### config.mk
export PLATFORM = sky130hd
export DESIGN_NAME = spi_peripheral
export DESIGN_NICKNAME = d
export VERILOG_FILES = /design/src/rtl/spi_peripheral_pkg.sv /design/src/rtl/spi_sync.sv /design/src/rtl/spi_peripheral.sv
export SDC_FILE = /design/constraint.sdc
export NUM_CORES = 1
export LEC_CHECK = 0
export ABC_AREA = 1
export CAP_MARGIN = 5
export CORE_MARGIN = 2
export CORE_UTILIZATION = 58
export DETAILED_ROUTE_END_ITERATION = 7
export GPL_TIMING_DRIVEN = 0
export PLACE_DENSITY = 0.87
export SLEW_MARGIN = 20
export SYNTH_ARGS = -nofsm -noshare
export SYNTH_HDL_FRONTEND = slang
export SYNTH_HIERARCHICAL = 1
export SYNTH_SLANG_ARGS = --single-unit
### constraint.sdc
create_clock -name raw_clk -period 3.5 [get_ports raw_clk]
set_clock_uncertainty 0.05 [all_clocks]
set_input_delay 1.05 -clock raw_clk [delete_from_list [all_inputs] [get_ports raw_clk]]
set_output_delay 1.05 -clock raw_clk [all_outputs]
set_load 0.05 [all_outputs]
### src/rtl/spi_peripheral_pkg.sv
// Shared constants and helpers for the SPI peripheral (mode 0, MSB first, 8-bit frames).
package spi_peripheral_pkg;

  localparam int unsigned SPI_BITS = 8;
  localparam int unsigned CNT_W    = $clog2(SPI_BITS);

  localparam logic [0:0] STATE_IDLE   = 1'b0;
  localparam logic [0:0] STATE_ACTIVE = 1'b1;

  localparam logic [SPI_BITS-1:0] FILL_BYTE_DEFAULT = 8'h00;

  typedef logic [SPI_BITS-1:0] spi_byte_t;

  // Byte presented to the shifter at frame/byte start.
  function automatic spi_byte_t tx_source(input logic full, input spi_byte_t hold,
                                          input spi_byte_t fill);
    return full ? hold : fill;
  endfunction

endpackage

### src/rtl/spi_sync.sv
// Pin synchroniser with history flop; provides synchronised level and rise/fall strobes.
module spi_sync #(
  parameter int unsigned SYNC_STAGES = 2,
  parameter logic        RESET_VAL   = 1'b0
) (
  input  logic clk,
  input  logic rst_n,
  input  logic pin_i,
  output logic level_o,
  output logic rise_o,
  output logic fall_o
);

  localparam int unsigned STAGES = (SYNC_STAGES < 2) ? 2 : SYNC_STAGES;

  logic [STAGES-1:0] sync_q;
  logic              hist_q;

  always_ff @(posedge clk or negedge rst_n) begin
    if (!rst_n) begin
      sync_q <= {STAGES{RESET_VAL}};
      hist_q <= RESET_VAL;
    end else begin
      sync_q <= {sync_q[STAGES-2:0], pin_i};
      hist_q <= sync_q[STAGES-1];
    end
  end

  assign level_o = sync_q[STAGES-1];
  assign rise_o  = sync_q[STAGES-1] & ~hist_q;
  assign fall_o  = ~sync_q[STAGES-1] & hist_q;

endmodule

### src/rtl/spi_peripheral.sv
// SPI mode-0 responder with byte-level TX holding / RX valid-ack handshakes toward the CPU.
// Optional build macro SPI_PERIPHERAL_OVERRUN_EN: keep first unacked byte and flag overrun.
module spi_peripheral
  import spi_peripheral_pkg::*;
#(
  parameter int unsigned         SYNC_STAGES = 2,
  parameter logic [SPI_BITS-1:0] FILL_BYTE   = FILL_BYTE_DEFAULT
) (
  input  logic                raw_clk,
  input  logic                reset_n,
  input  logic                cs_n,
  input  logic                sclk,
  input  logic                mosi,
  output logic                miso,
  input  logic [SPI_BITS-1:0] data_tx,
  input  logic                tx_load,
  output logic                tx_ready,
  output logic [SPI_BITS-1:0] data_rx,
  output logic                rx_valid,
  input  logic                rx_ack,
  output logic                busy,
  output logic                overrun
);

  logic cs_s, cs_rise, cs_fall;
  logic sclk_s_unused, sclk_rise, sclk_fall;
  logic mosi_s, mosi_rise_unused, mosi_fall_unused;

  spi_sync #(.SYNC_STAGES(SYNC_STAGES), .RESET_VAL(1'b1)) u_sync_cs (
    .clk(raw_clk), .rst_n(reset_n), .pin_i(cs_n),
    .level_o(cs_s), .rise_o(cs_rise), .fall_o(cs_fall)
  );

  spi_sync #(.SYNC_STAGES(SYNC_STAGES), .RESET_VAL(1'b0)) u_sync_sclk (
    .clk(raw_clk), .rst_n(reset_n), .pin_i(sclk),
    .level_o(sclk_s_unused), .rise_o(sclk_rise), .fall_o(sclk_fall)
  );

  spi_sync #(.SYNC_STAGES(SYNC_STAGES), .RESET_VAL(1'b0)) u_sync_mosi (
    .clk(raw_clk), .rst_n(reset_n), .pin_i(mosi),
    .level_o(mosi_s), .rise_o(mosi_rise_unused), .fall_o(mosi_fall_unused)
  );

  logic [0:0]       state_q, state_d;
  logic [CNT_W-1:0] count_q, count_d;
  spi_byte_t        tx_shift_q, tx_shift_d;
  spi_byte_t        rx_shift_q, rx_shift_d;
  spi_byte_t        hold_q, hold_d;
  logic             hold_empty_q, hold_empty_d;
  logic             reload_q, reload_d;
  spi_byte_t        data_rx_q, data_rx_d;
  logic             rx_valid_q, rx_valid_d;
  logic             overrun_q, overrun_d;
  logic             miso_q, miso_d;
  logic             busy_q, busy_d;
  logic             consume;
  logic             complete;
  spi_byte_t        rx_byte;

  always_ff @(posedge raw_clk or negedge reset_n) begin
    if (!reset_n) begin
      state_q      <= STATE_IDLE;
      count_q      <= '0;
      tx_shift_q   <= FILL_BYTE;
      rx_shift_q   <= '0;
      hold_q       <= '0;
      hold_empty_q <= 1'b1;
      reload_q     <= 1'b0;
      data_rx_q    <= '0;
      rx_valid_q   <= 1'b0;
      overrun_q    <= 1'b0;
      miso_q       <= 1'b0;
      busy_q       <= 1'b0;
    end else begin
      state_q      <= state_d;
      count_q      <= count_d;
      tx_shift_q   <= tx_shift_d;
      rx_shift_q   <= rx_shift_d;
      hold_q       <= hold_d;
      hold_empty_q <= hold_empty_d;
      reload_q     <= reload_d;
      data_rx_q    <= data_rx_d;
      rx_valid_q   <= rx_valid_d;
      overrun_q    <= overrun_d;
      miso_q       <= miso_d;
      busy_q       <= busy_d;
    end
  end

  // Frame sequencing; a cs edge always takes priority over an sclk edge.
  always_comb begin
    state_d    = state_q;
    count_d    = count_q;
    tx_shift_d = tx_shift_q;
    rx_shift_d = rx_shift_q;
    reload_d   = reload_q;
    consume    = 1'b0;
    complete   = 1'b0;
    rx_byte    = {rx_shift_q[SPI_BITS-2:0], mosi_s};

    case (state_q)
      STATE_IDLE: begin
        if (cs_fall) begin
          state_d    = STATE_ACTIVE;
          count_d    = '0;
          reload_d   = 1'b0;
          tx_shift_d = tx_source(~hold_empty_q, hold_q, FILL_BYTE);
          consume    = ~hold_empty_q;
        end
      end
      STATE_ACTIVE: begin
        if (cs_rise) begin
          state_d    = STATE_IDLE;
          count_d    = '0;
          reload_d   = 1'b0;
          rx_shift_d = '0;
          tx_shift_d = FILL_BYTE;
        end else if (sclk_rise) begin
          rx_shift_d = rx_byte;
          if (count_q == CNT_W'(SPI_BITS - 1)) begin
            complete = 1'b1;
            count_d  = '0;
            reload_d = 1'b1;
          end else begin
            count_d = count_q + CNT_W'(1);
          end
        end else if (sclk_fall) begin
          if (reload_q) begin
            tx_shift_d = tx_source(~hold_empty_q, hold_q, FILL_BYTE);
            consume    = ~hold_empty_q;
            reload_d   = 1'b0;
          end else begin
            tx_shift_d = {tx_shift_q[SPI_BITS-2:0], 1'b0};
          end
        end
      end
      default: state_d = STATE_IDLE;
    endcase

    miso_d = (state_d == STATE_ACTIVE) ? tx_shift_d[SPI_BITS-1] : 1'b0;
    busy_d = ~cs_s;
  end

  // TX holding register: a load is also accepted in the cycle the held byte is consumed.
  always_comb begin
    hold_d       = hold_q;
    hold_empty_d = hold_empty_q;
    if (consume) hold_empty_d = 1'b1;
    if (tx_load && (hold_empty_q || consume)) begin
      hold_d       = data_tx;
      hold_empty_d = 1'b0;
    end
  end

  // RX handshake; a completing byte beats a simultaneous ack.
  always_comb begin
    data_rx_d  = data_rx_q;
    rx_valid_d = rx_valid_q;
    overrun_d  = 1'b0;
`ifdef SPI_PERIPHERAL_OVERRUN_EN
    overrun_d = overrun_q;
    if (complete) begin
      if (rx_valid_q) begin
        overrun_d = 1'b1;
      end else begin
        data_rx_d  = rx_byte;
        rx_valid_d = 1'b1;
      end
    end else if (rx_ack) begin
      rx_valid_d = 1'b0;
      overrun_d  = 1'b0;
    end
`else
    if (complete) begin
      data_rx_d  = rx_byte;
      rx_valid_d = 1'b1;
    end else if (rx_ack) begin
      rx_valid_d = 1'b0;
    end
`endif
  end

  assign miso     = miso_q;
  assign tx_ready = hold_empty_q;
  assign data_rx  = data_rx_q;
  assign rx_valid = rx_valid_q;
  assign busy     = busy_q;
  assign overrun  = overrun_q;

endmodule

==> GITHUB_STEP_SUMMARY, run 1 <==
## Synthesis and layout report

| Metric | Value |
|---|---|
| Outcome | `completed` |
| RR Startpoint | `u_sync_cs/sync_q[1]$_DFF_PN1_` |
| GRT met2 Usage | `31.7%` |
| Max_slew headroom | `66.0%` |
| P_leak | `1.22 nW` |
| Cell family with most CP delay | `buffers and inverters` |
| Hold Path End | `u_sync_mosi/sync_q[1]$_DFF_PN0_` |
| Min cycle time layout | `2870 ps` |
| Initial antenna violation count | `0` |
| # diodes | `0` |
| Post-synth net total | `231` |
| Mapped Area | `0.00205 mm²` |
| DR vias | `1507` |
| Instance count on the critical path | `1` |
| Critical Path Max Stage Delay | `820 ps` |
| Fin Setup TNS | `0 ps` |
| Fill count | `283` |
| Post-synthesis cell count | `214` |
| DP Wirelength | `2.60 mm` |
| Worst Setup EP | `tx_ready` |
| Hold-fix buffers, CTS | `0` |
| Worst hold stages | `0` |
| RR Endpoint | `rx_valid$_DFFE_PN0P_` |
| Worst EP arrival | `1770 ps` |
| Largest net degree at the start of global routing | `35` |
| FF-to-FF setup slack | `1790 ps` |
| Share of layout cells above drive strength 1 | `15.3%` |
| DR vias/cell | `5.13` |
| TritonCTS buffer count | `5` |
| RSZ-0062 raised after global routing | `false` |
| Comb. cell area | `689 µm²` |
| Hold Crit Class | `reg2reg` |
| Setup violators final | `0` |
| Worst Tran Pin Value | `509 ps` |
| GPL Wtd Cong | `0.828` |
| Crit-path cells | `clkdlybuf4s50_1` |
| Die width | `63.5 µm` |
| Iter 0 DRT Violations | `55` |
| Pre-Repair DR Iteration Count | `4` |
| Most numerous logic cells after layout | `nand2_1, dfrtp_1, inv_1` |
| H-tree lvl count | `2` |
| CP max FO | `8` |
| Longest Clk Path Bufs | `2` |
| Grt total ovfl | `0` |
| Clk slew on worst S/H paths | `110 ps` |
| Pwr/cell area | `463 mW/mm²` |
| Peak VDD IR | `0.360 mV` |
| Top-Level Pins | `28` |
| Global-route wire length before repair | `6.20 mm` |
| Worst Path Required | `2400 ps` |
| Clk sinks | `48` |
| Area Overhead vs Synth | `18.6%` |
| Final Max Slew Viols | `0` |
| Final WL | `3.48 mm` |
| Setup bufs post-CTS | `0` |
| Crit path from | `tx_ready$_DFFE_PN1P_` |
| Hold slack | `314 ps` |
| TritonCTS clock tree | `done` |
| Post-CTS Resized | `0` |
| Synth warn | `6` |
| CTS Root Cell | `clkbuf_4` |
| DRC | `0` |
| Vias in the first global route | `1418` |
| Fp util | `61.0%` |
| Worst skew pair latency | `360 ps` |
| Tool warnings | `26` |
| Tcrit/Tclk final | `82.1%` |
| CP endpoint kind | `primary output` |
| Peak Freq | `348 MHz` |
| CP max-delay cell | `clkdlybuf4s50_1` |
| CP Buf/Inv Count | `1` |
| Die height | `63.5 µm` |
| Avg Inst Size Synth | `9.59 µm²` |
| CP startpoint kind | `flop` |
| WS Path Type | `reg2out` |
| DIE AREA | `0.00403 mm²` |
| Hold Startpoint | `u_sync_mosi/sync_q[0]$_DFF_PN0_` |
| Fin nets | `264` |
| Hold Fails Final Rpt | `0` |
| Post-DRT Antenna Nets | `0` |
| Max capacitance violation total | `0` |
| Quantity of I/O buffers inserted on ports | `25` |
| Reg2Reg Depth | `8` |
[run 1: metal layers]
layer / vias to the layer above / share of wire (%) / routed length [µm]
li1: 760 / - / -
met1: 706 / 47 / 1640
met2: 35 / 47 / 1630
met3: 6 / 4.3 / 150
met4: 0 / 1.6 / 57
met5: - / 0 / 0
[run 1: sequential cells by signal (all words and copies together), names as in the netlist]
name / flops
data_rx: 8
count_q: 3
u_sync_sclk/sync_q: 2
reload_q: 1
u_sync_cs/hist_q: 1
miso: 1
u_sync_cs/sync_q: 2
u_sync_mosi/sync_q: 2
rx_shift_q: 7
tx_ready: 1
tx_shift_q: 8
state_q: 1
u_sync_sclk/hist_q: 1
busy: 1
rx_valid: 1
hold_q: 8
[run 1: per-stage QoR]
| step | cells | setup WS, ps | util [%] | power [W] | cell area, µm² |
|---|---|---|---|---|---|
| floorplan | 214 | 1690 | - | 0.000810 | 2050 |
| global placement | 285 | 82.2 | 70.2 | 0.000870 | 2360 |
| detailed placement | 286 | 1020 | 70.6 | 0.000883 | 2370 |
| CTS | 294 | 611 | 72.4 | 0.00113 | 2430 |
| global route | 294 | 556 | 72.4 | 0.00120 | 2430 |
| finish | 294 | 625 | 72.4 | 0.00113 | 2430 |
[run 1: report_power, final]
group | internal, W | switching, W
combinational | 0.0000736 | 0.000121
clock | 0.0000992 | 0.000154
sequential | 0.000628 | 0.0000500
total | 0.000801 | 0.000325
[run 1: cell type report]
| class | instances | share of cell area [%] |
|---|---|---|
| buffer | 4 | 1.18 |
| multi-input combinational | 128 | 28.3 |
| inverter | 34 | 5.24 |
| sequential | 48 | 49.6 |
| tap | 46 | 2.37 |
| clock buffer | 8 | 2.42 |
| timing repair buffer | 26 | 10.9 |
Fig. 1: run 1, placed cells, one color a class
Scale bar: 20 µm.
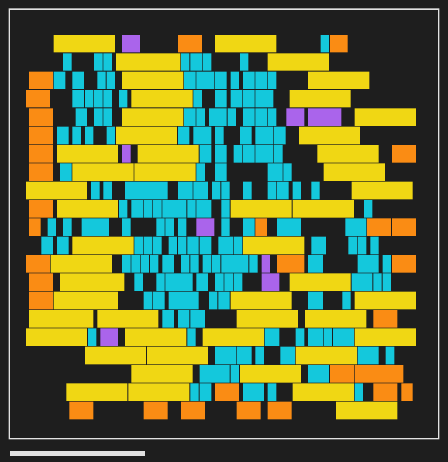
flops: marked yellow, cells 48. clock drivers and dummy loads: marked purple, cells 8. other buffers and delay cells: marked orange, cells 30. all other logic: marked cyan, cells 162.
fin area: 0.00243 mm²
core area: 0.00336 mm²
Seq area share: 49.6%
final core utilization: 72.4%
Rows: 21

Fig. 2: run 1, routing congestion
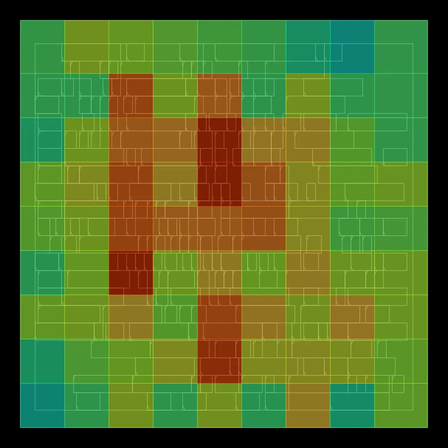
routed length per placed instance: 11.8 µm
GRT Resource Usage Total: 20.3%
M1 GR Usage: 26.7%
GR peak layer: met2
met3 usage: 4.29%

Fig. 3: run 1, selected gate families
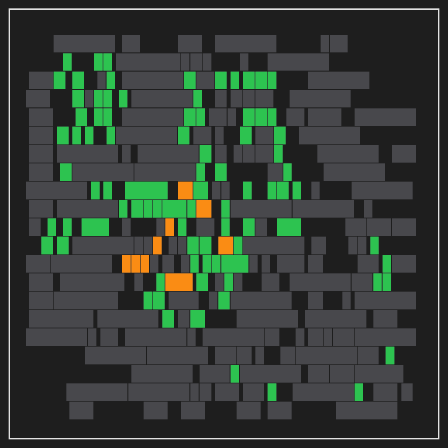
NAND gates: marked green, cells 85, most used nand2_1. NOR gates: marked orange, cells 9, most used nor2_1.
Layout Cells excl Fill: 294
Top cell excl fill/tap: nand2_1
combinational share of cell area: 28.3%

Fig. 4: run 1, sequential cells colored by netlist name
Scale bar: 20 µm. Other sequential cells in the stronger gray, the rest of the logic in the fainter gray.
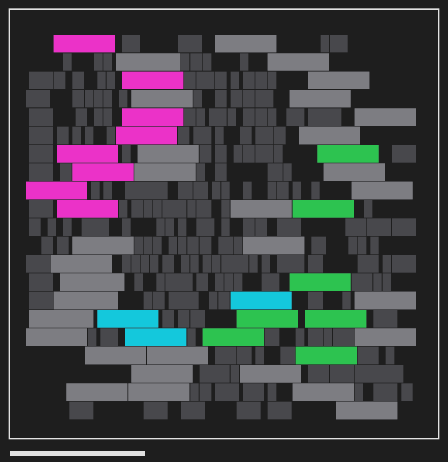
rx_shift_q: marked green, placed flops 7. count_q: marked cyan, placed flops 3. hold_q: marked magenta, placed flops 8.
P_seq: 0.000678 W
Reg area: 0.00121 mm²

Fig. 5: run 1, metal layers overlaid
Scale bar: 20 µm. Two of the layers only.
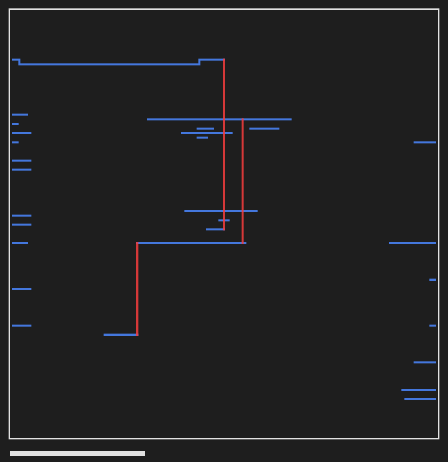

==> inputs of run 2 (changes only) <==
- CORE_UTILIZATION: 58 -> 54
- PLACE_DENSITY: 0.87 -> 0.82
- clock period: 3.5 -> 2.9 ns (I/O delays scaled with it)
Fig. 6: run 2, metal layers overlaid
Scale bar: 20 µm. Two of the layers only.
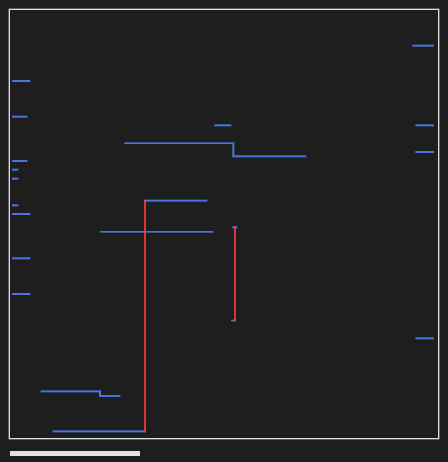
met4: marked red, wire length 49.6 µm. met3: marked blue, wire length 112 µm.
DR vias: 1475
GRT Resource Usage Total: 19.7%
final WL: 3.41 mm
routed length per placed instance: 11.6 µm

==> run 2 against run 1 <==
Global-route usage decreased by 0.61 points. Flip-flop count unchanged. Worst setup slack got worse by 350 ps. Count of clock-buffer cells in the layout decreased by 2. Clock power increased by 43%. Final area increased by 0.87%. Die area increased by 6.9%. Critical path depth unchanged. First-iteration DRC count increased by 120%. Synthesized cell count unchanged. Power increased by 25%. Combinational power increased by 21%. Critical path type unchanged. Largest power group unchanged.
==> GITHUB_STEP_SUMMARY, run 2 <==
## Synthesis and layout report

| Metric | Value |
|---|---|
| Iter 0 DRT Violations | `122` |
| Top cell excl fill/tap | `nand2_1` |
| Worst Path Required | `1980 ps` |
| RSZ-0062 raised after global routing | `false` |
| Setup violators final | `0` |
| Top-Level Pins | `28` |
| Vias in the first global route | `1416` |
| Worst EP arrival | `1710 ps` |
| TritonCTS clock tree | `done` |
| Area Overhead vs Synth | `19.6%` |
| # diodes | `0` |
| Rows | `22` |
| Post-synth net total | `231` |
| Fp util | `56.0%` |
| CTS Root Cell | `clkbuf_8` |
| DP Wirelength | `2.50 mm` |
| Longest Clk Path Bufs | `2` |
| Core area | `0.00366 mm²` |
| Hold-fix buffers, CTS | `0` |
| Worst Tran Pin Value | `511 ps` |
| GRT met2 Usage | `29.3%` |
| Setup bufs post-CTS | `0` |
| Tool warnings | `26` |
| Cell family with most CP delay | `buffers and inverters` |
| Post-DRT Antenna Nets | `0` |
| Final Max Slew Viols | `0` |
| Hold Crit Class | `reg2reg` |
| GR peak layer | `met2` |
| Clk slew on worst S/H paths | `80 ps` |
| DR vias/cell | `5.00` |
| Post-synthesis cell count | `214` |
| Die width | `65.6 µm` |
| Fin nets | `264` |
| WS Path Type | `reg2out` |
| Outcome | `completed` |
| DIE AREA | `0.00431 mm²` |
| Avg Inst Size Synth | `9.59 µm²` |
| Met3 usage | `5.48%` |
| H-tree lvl count | `2` |
| Largest net degree at the start of global routing | `28` |
| Global-route wire length before repair | `6.35 mm` |
| Mapped Area | `0.00205 mm²` |
| CP endpoint kind | `primary output` |
| CP max FO | `8` |
| Peak VDD IR | `0.332 mV` |
| Max capacitance violation total | `0` |
| TritonCTS buffer count | `5` |
| Worst skew pair latency | `290 ps` |
| Clk sinks | `48` |
| Pwr/cell area | `575 mW/mm²` |
| Met2 wire length | `1.63 mm` |
| Die height | `65.6 µm` |
| WL met1 | `1.62 mm` |
| Initial antenna violation count | `0` |
| Share of layout cells above drive strength 1 | `15.4%` |
| Critical Path Max Stage Delay | `820 ps` |
| Min cycle time layout | `2630 ps` |
| Peak Freq | `380 MHz` |
| Top layer in use | `met4` |
| Quantity of I/O buffers inserted on ports | `25` |
| Max_slew headroom | `65.9%` |
| GPL Wtd Cong | `0.821` |
| CP Buf/Inv Count | `1` |
| P_leak | `1.23 nW` |
| Most numerous logic cells after layout | `nand2_1, dfrtp_1, inv_1` |
| DR WL met3 | `112 µm` |
| Pre-Repair DR Iteration Count | `4` |
| Synth warn | `6` |
| CP max-delay cell | `clkdlybuf4s50_1` |
| Grt total ovfl | `0` |
| Post-CTS Resized | `0` |
| CP startpoint kind | `flop` |
| Crit-path cells | `clkdlybuf4s50_1` |
| Final Power | `0.00141 W` |
| Hold Fails Final Rpt | `0` |
| DRC | `0` |
| Tcrit/Tclk final | `90.6%` |
| M1 GR Usage | `26.9%` |
Fig. 7: run 2, sequential cells colored by netlist name
Scale bar: 20 µm. Other sequential cells in the stronger gray, the rest of the logic in the fainter gray.
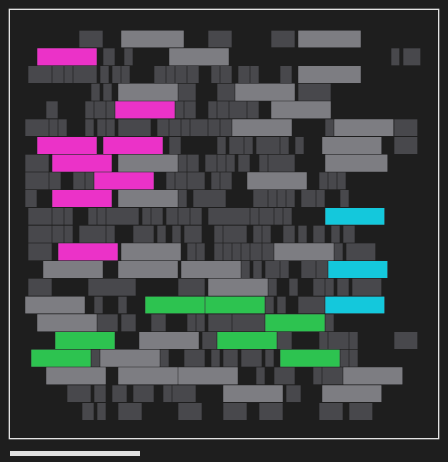
hold_q: marked magenta, placed flops 8. count_q: marked cyan, placed flops 3. rx_shift_q: marked green, placed flops 7.
Another 30 sequential cells are not colored.
final core utilization: 67.1%
P_seq: 0.000816 W
Seq area share: 49.1%

==> run 2: area by class of cell <==
| cell class | count | area (µm²) |
|---|---|---|
| flip-flops and latches | 48 | 1210 |
| fillers | 294 | 1210 |
| multi-input cells | 128 | 689 |
| repair buffers | 26 | 265 |
| inverters | 34 | 128 |
| clock buffers | 6 | 72.6 |
| well taps | 48 | 60.1 |
| plain buffers | 4 | 28.8 |
| clock inverters | 1 | 5.00 |
==> run 2: worst paths after layout <==
check	start	to	slack, ps	cells after the start
max in group asynchronous	reset_n	u_sync_cs/sync_q[1]$_DFF_PN1_	1720	2
setup reg to reg	u_sync_cs/hist_q$_DFF_PN1_	hold_q[4]$_DFFE_PN0P_	1200	9
hold / removal	u_sync_sclk/sync_q[0]$_DFF_PN0_	u_sync_sclk/sync_q[1]$_DFF_PN0_	300	0
hold reg to reg	u_sync_sclk/sync_q[0]$_DFF_PN0_	u_sync_sclk/sync_q[1]$_DFF_PN0_	300	0
setup / recovery	tx_ready$_DFFE_PN1P_	tx_ready	270	1
min in group asynchronous	reset_n	data_rx[3]$_DFFE_PN0P_	490	1
==> run 2: through the flow <==
| stage | instance area (µm²) | cells | hold WS (ps) | TNS [ps] | worst slack, ps |
|---|---|---|---|---|---|
| after global placement | 2360 | 287 | 283 | -15510 | -354 |
| final | 2450 | 295 | 304 | 0 | 271 |
| after global routing | 2450 | 295 | 312 | 0 | 216 |
| after CTS | 2450 | 295 | 306 | 0 | 260 |
| after floorplan | 2050 | 214 | 281 | 0 | 1270 |
| after detailed placement | 2380 | 288 | 289 | 0 | 588 |
==> run 2: power breakdown <==
part           leakage (nW)  internal (W)  switching [W]
Combinational         0.568     0.0000886       0.000146
Clock                0.0410      0.000164       0.000197
Sequential            0.623      0.000758      0.0000573
Total                  1.23       0.00101       0.000400
Fig. 8: run 2, placed cells, one color a class
Scale bar: 20 µm.
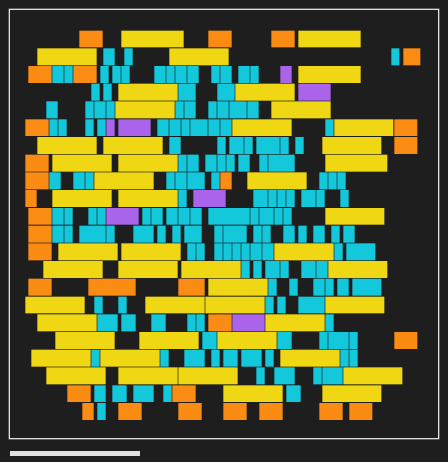

==> inputs of run 3 (changes only) <==
- ABC_AREA: 1 -> unset
- PLACE_DENSITY: 0.82 -> 0.81
Fig. 9: run 3, placed cells, one color a class
Scale bar: 20 µm.
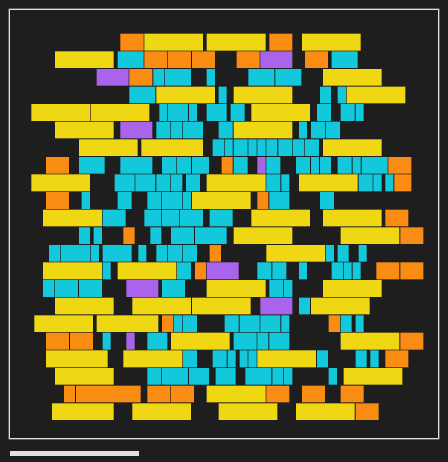
other buffers and delay cells: marked orange, cells 35. all other logic: marked cyan, cells 130. flops: marked yellow, cells 48. clock drivers and dummy loads: marked purple, cells 8.
core area: 0.00369 mm²
Rows: 22
fin area: 0.00252 mm²

==> run 3 against run 2 <==
Critical path depth is the same. Combinational power is 77% higher. Hold slack improved by 2.3 ps. Synthesized area increased by 1.7%. Die area grew 1.6%. Cell count decreased by 8.8%. Final area rose by 2.7%. Via count decreased by 2.2%. Clock power grew 12%. Largest cell class unchanged.
==> GITHUB_STEP_SUMMARY, run 3 <==
## Synthesis and layout report

| Metric | Value |
|---|---|
| DIE AREA | `0.00438 mm²` |
| CP startpoint kind | `flop` |
| Longest Clk Path Bufs | `2` |
| Max capacitance violation total | `0` |
| Min cycle time layout | `2640 ps` |
| GPL Wtd Cong | `0.779` |
| Grt total ovfl | `0` |
| Worst Path Required | `1980 ps` |
| DP Wirelength | `2.81 mm` |
| Avg Inst Size Synth | `11.2 µm²` |
| Final WL | `3.79 mm` |
| # diodes | `0` |
| Post-synthesis cell count | `186` |
| Outcome | `completed` |
| Crit path from | `tx_ready$_DFFE_PN1P_` |
| Cell family with most CP delay | `buffers and inverters` |
| H-tree lvl count | `2` |
| Worst EP arrival | `1720 ps` |
| Sequential Power Share | `52.4%` |
| Fin nets | `237` |
| Share of layout cells above drive strength 1 | `14.0%` |
| Crit-path cells | `clkdlybuf4s50_1` |
| CP max FO | `7` |
| Hold slack | `306 ps` |
| Switching power of the nets | `0.000510 W` |
| Critical Path Max Stage Delay | `820 ps` |
| Quantity of I/O buffers inserted on ports | `26` |
| Post-DRT Antenna Nets | `0` |
| Synth warn | `6` |
| Area Overhead vs Synth | `20.7%` |
| Peak VDD IR | `0.369 mV` |
| Sw Ratio | `29.6%` |
| Most numerous logic cells after layout | `dfrtp_1, clkdlybuf4s50_1, nand2_1` |
| Worst Tran Pin Value | `568 ps` |
| Setup bufs post-CTS | `0` |
| Vias in the first global route | `1407` |
| Tcrit/Tclk final | `91.0%` |
| Hold Startpoint | `u_sync_mosi/sync_q[0]$_DFF_PN0_` |
| Clk slew on worst S/H paths | `80 ps` |
| Post-synth net total | `203` |
| P_int | `0.00121 W` |
| Final Power | `0.00172 W` |
| Hold-fix buffers, CTS | `0` |
| Post-CTS Resized | `0` |
| TritonCTS clock tree | `done` |
| Clk pwr share | `23.4%` |
| CP max-delay cell | `clkdlybuf4s50_1` |
| Die height | `66.2 µm` |
| DR vias/cell | `5.36` |
| CP Buf/Inv Count | `1` |
| Max_slew headroom | `62.1%` |
| Die width | `66.2 µm` |
| Final Max Slew Viols | `0` |
| RSZ-0062 raised after global routing | `false` |
| Hold Fails Final Rpt | `0` |
| Setup violators final | `0` |
| Instance count on the critical path | `1` |
| Hold Crit Class | `reg2reg` |
| Mapped Area | `0.00209 mm²` |
| Final core utilization | `68.3%` |
| Routed length per placed instance | `14.1 µm` |
| GRT Resource Usage Total | `20.2%` |
| WS Path Type | `reg2out` |
Fig. 10: run 3, selected gate families
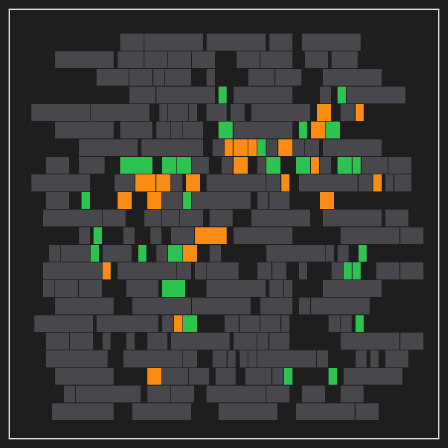
NAND gates: marked green, cells 27, most used nand2_1. NOR gates: marked orange, cells 22, most used nor2b_1.
Layout Cells excl Fill: 269
combinational share of cell area: 31.5%
Top cell excl fill/tap: dfrtp_1

-- run 3: worst paths after layout --
path	to	slack, ps
max	tx_ready	260
min	u_sync_mosi/sync_q[1]$_DFF_PN0_	310
max reg2reg	tx_shift_q[3]$_DFFE_PN0P_	1090
min reg2reg	u_sync_mosi/sync_q[1]$_DFF_PN0_	310
max in group asynchronous	u_sync_mosi/sync_q[1]$_DFF_PN0_	1780
min in group asynchronous	count_q[2]$_DFFE_PN0P_	510
-- run 3: metal layers --
metal  vias up  share of wire [%]  GRT usage, %
met5         -                  0             0
met4         0                1.7          8.42
met3         5                3.6          5.62
met2        21                 50          30.9
met1       708                 44          27.1
li1        709                  -             -
-- run 3: through the flow --
step / cell area [µm²] / setup WS [ps] / instances / TNS (ps)
final: 2520 / 261 / 269 / 0
after global routing: 2520 / 206 / 269 / 0
after CTS: 2520 / 251 / 269 / 0
after detailed placement: 2430 / 583 / 261 / 0
after global placement: 2410 / -313 / 260 / -13700
after floorplan: 2090 / 1240 / 186 / 0
-- run 3: area by class of cell --
| type | count | area, µm² |
|---|---|---|
| plain buffers | 8 | 42.5 |
| repair buffers | 27 | 283 |
| well taps | 48 | 60.1 |
| multi-input cells | 118 | 793 |
| clock buffers | 8 | 90.1 |
| flip-flops and latches | 48 | 1210 |
| fillers | 287 | 1170 |
| inverters | 12 | 45.0 |
-- run 3: power by group through the flow --
| stage | clock, W | sequential (W) | combinational (W) |
|---|---|---|---|
| after floorplan | 0 | 0.000906 | 0.000293 |
| after global placement | 0 | 0.000905 | 0.000387 |
| after detailed placement | 0 | 0.000915 | 0.000416 |
| after CTS | 0.000416 | 0.000901 | 0.000419 |
| after global routing | 0.000442 | 0.000921 | 0.000469 |
| final | 0.000403 | 0.000902 | 0.000415 |
Power figures rest on the tool's default switching activity, not on a simulated workload.
